==> config.mk <==
export PLATFORM = sky130hd
export DESIGN_NAME = truth_table_sweeper_flat
export DESIGN_NICKNAME = d
export VERILOG_FILES = /design/src/rtl/truth_table_sweeper_if.sv /design/src/rtl/truth_table_sweeper.sv /design/src/flat_wrapper.sv
export SDC_FILE = /design/constraint.sdc
export NUM_CORES = 1
export LEC_CHECK = 0
export ABC_AREA = 1
export CORE_ASPECT_RATIO = 2
export CORE_UTILIZATION = 56
export CTS_CLUSTER_DIAMETER = 50
export DETAILED_ROUTE_END_ITERATION = 6
export GPL_ROUTABILITY_DRIVEN = 0
export PLACE_DENSITY = 0.89
export SLEW_MARGIN = 10
export SYNTH_ARGS = -nofsm -noshare
export SYNTH_HDL_FRONTEND = slang
export SYNTH_SLANG_ARGS = --single-unit
==> constraint.sdc <==
create_clock -name clk -period 3.42 [get_ports clk]
set_input_delay 0.342 -clock clk [delete_from_list [all_inputs] [get_ports clk]]
set_output_delay 0.342 -clock clk [all_outputs]
set_load 0.02 [all_outputs]
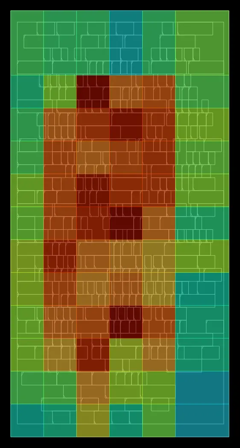
run_1/congestion.png
met1 track demand over resource: 0.2629
busiest layer in global routing: met2
met2 global-route usage: 0.5013
overall track demand over capacity in global routing: 0.2788
WL per Instance: 13.03 µm

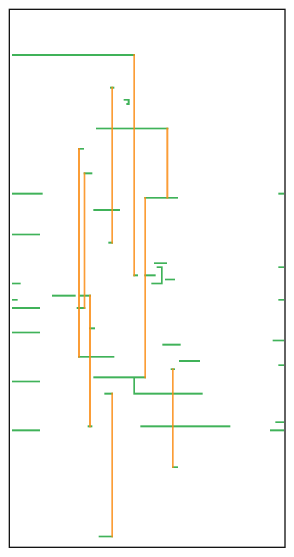
run_1/wires.png
Scale: 6 px per µm. Two of the layers only.
- green: metal 3 (wire length 152 µm)
- orange: metal 4 (wire length 223 µm)
via count: 2136
wirelength, routed: 5161 µm

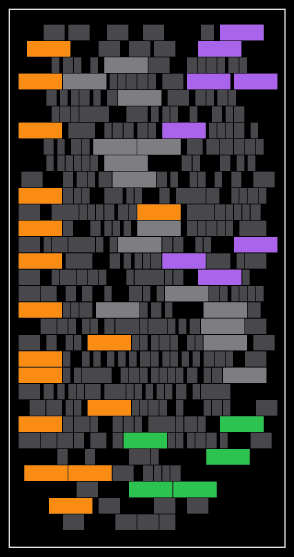
run_1/flops_by_reg.png
Scale: 6 px per µm. Other sequential cells in the stronger gray, the rest of the logic in the fainter gray.
- purple: `u_core.cnt_q` (placed flops 8; where top right)
- green: `u_core.bus.mismatch_cnt` (placed flops 5)
- orange: `u_core.bus.table_out` (placed flops 16)
- not colored: 15
power drawn by the sequential cells: 0.528 mW
area used by sequential logic in the layout: 880.8 µm²
register share of the cell area: 0.3378

==> summary.txt, run 1 <==
Implementation progress

Counting only logic cells after layout, the most numerous master is nand2_1. Endpoints failing hold in the final report were tallied at 0. The pre-CTS worst setup slack stands at ~1.3 ns.

The share of synthesized area in the top cell type comes to 0.4115. STA classifies the critical path startpoint as a flip-flop. Per the post-synthesis report, the nets total roughly 320. The share of total power dissipated in sequential elements is 0.557. On the critical path the largest part of the delay comes from simple AND/OR/NAND/NOR gates. After synthesis, the mean cell area works out to 6.884 µm². The final timing report counts setup violations totalling 0.

The leakage power total stands at between 0.9 and 1 nW. Summing every instance area after synthesis gives between 0.002 and 0.0025 mm². The via count of the first global-routing pass stands at around 2000.

The post-CTS hold buffer count recorded in the log is 0. The number of antenna violations at the first check in global routing was 0. The critical path contains buffers and inverters numbering 3 combined. The width of the die stands at 45.72 µm. The run finished with clean final reports. Walking the critical path from launch to capture passes 8 cell instances. For this run, combinational gates with multiple inputs come to 226. The number of DRC violations after detailed-routing iteration 0 stands at 63. Per the layout report, the design carries 314 filler cells.

For this configuration, the core starts out at a cell density of 0.5872. Leaving out buffers and inverters, the combinational logic in the layout accounts for 0.001096 mm². The half-perimeter wire length after detailed placement stands at 3784 µm.

The critical path's slowest stage uses the library cell nor2_4. The cell-mix breakdown from Yosys lists the compound-gate area share as 0.1496. The non-clock buffering overhead in the final layout stands at 0.1411. Of the available clock period, the critical path in the final layout requires 0.5298.
## Run 2: what changed since run 1
CORE_UTILIZATION = 47   (was 56)
PLACE_DENSITY = 0.8   (was 0.89)
clock period = 1.61 ns   (was 3.42 ns; I/O delays follow)
==> run 2 against run 1 <==
Net effect:
- register-to-register slack worse by 1.4 ns
- final area up 4.5%
- critical endpoint is now bus_C
- count of clock-buffer cells in the layout unchanged
- setup slack worse by 1.5 ns
- largest cell class unchanged
- wire length up 4.0%
- critical path depth down 7
==> summary.txt, run 2 <==
Implementation progress

The area share of the leading cell type in the synthesized netlist stands at 0.4115 (unchanged). The post-synthesis cell area stands at 0.002141 mm² (unchanged). The cell family with the largest share of critical-path delay is buffers and inverters (was simple AND/OR/NAND/NOR gates). Outcome: finished, final reports clean (unchanged). The non-clock buffering overhead in the final layout came to 0.1699 (was 0.1411). The count of hold-fix buffers inserted at cts was 0 (unchanged). The pre-CTS worst setup slack stands at 0.05699 ns (was 1.350 ns).

The cell depth of the worst setup path is 1 (was 8). The number of DRC violations after detailed-routing iteration 0 is 39 (was 63). The number of buffers and inverters on the critical path was 1 (was 3).

The number of antenna violations at the first check in global routing stands at 0 (unchanged). The area fraction in compound gates after synthesis stands at 0.1496 (unchanged). The aggregate global-route resource usage is 0.2412 (was 0.2788).

The net count after synthesis is 322 (unchanged). The leading cell type in the layout, fill and taps excluded is nand2_1 (unchanged). The share of the clock period used by the worst path stands at 0.9605. The mean area per synthesized cell stands at 6.884 µm² (unchanged). The number of logic gates came to 226 (unchanged). The met2 track demand over resource came to 0.4657 (was 0.5013). The setup-violating endpoint count in the final report is 0 (unchanged).
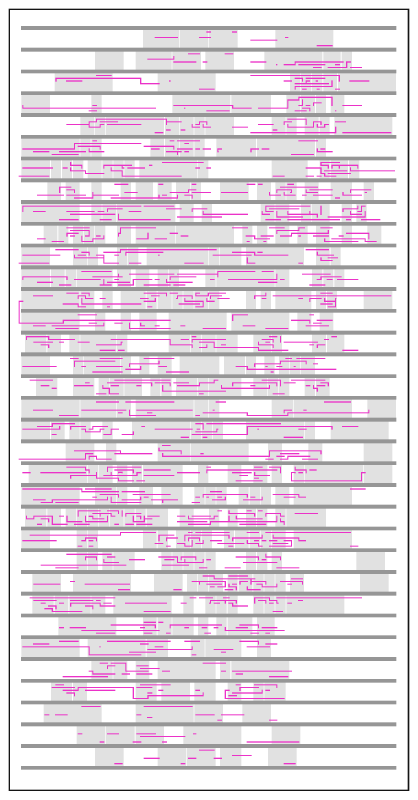
run_2/layer_met1.png
Scale: 8 px per µm. Supply wires on this layer in gray.
- share of all routed wire: 36%
- wire length on this layer: 1950 µm
- longest straight run: 16.6 µm
wirelength, routed: 5365 µm
via count: 2171
met1 track demand over resource: 0.2002

No activity file was given, so power comes from the tool's default toggle rates.
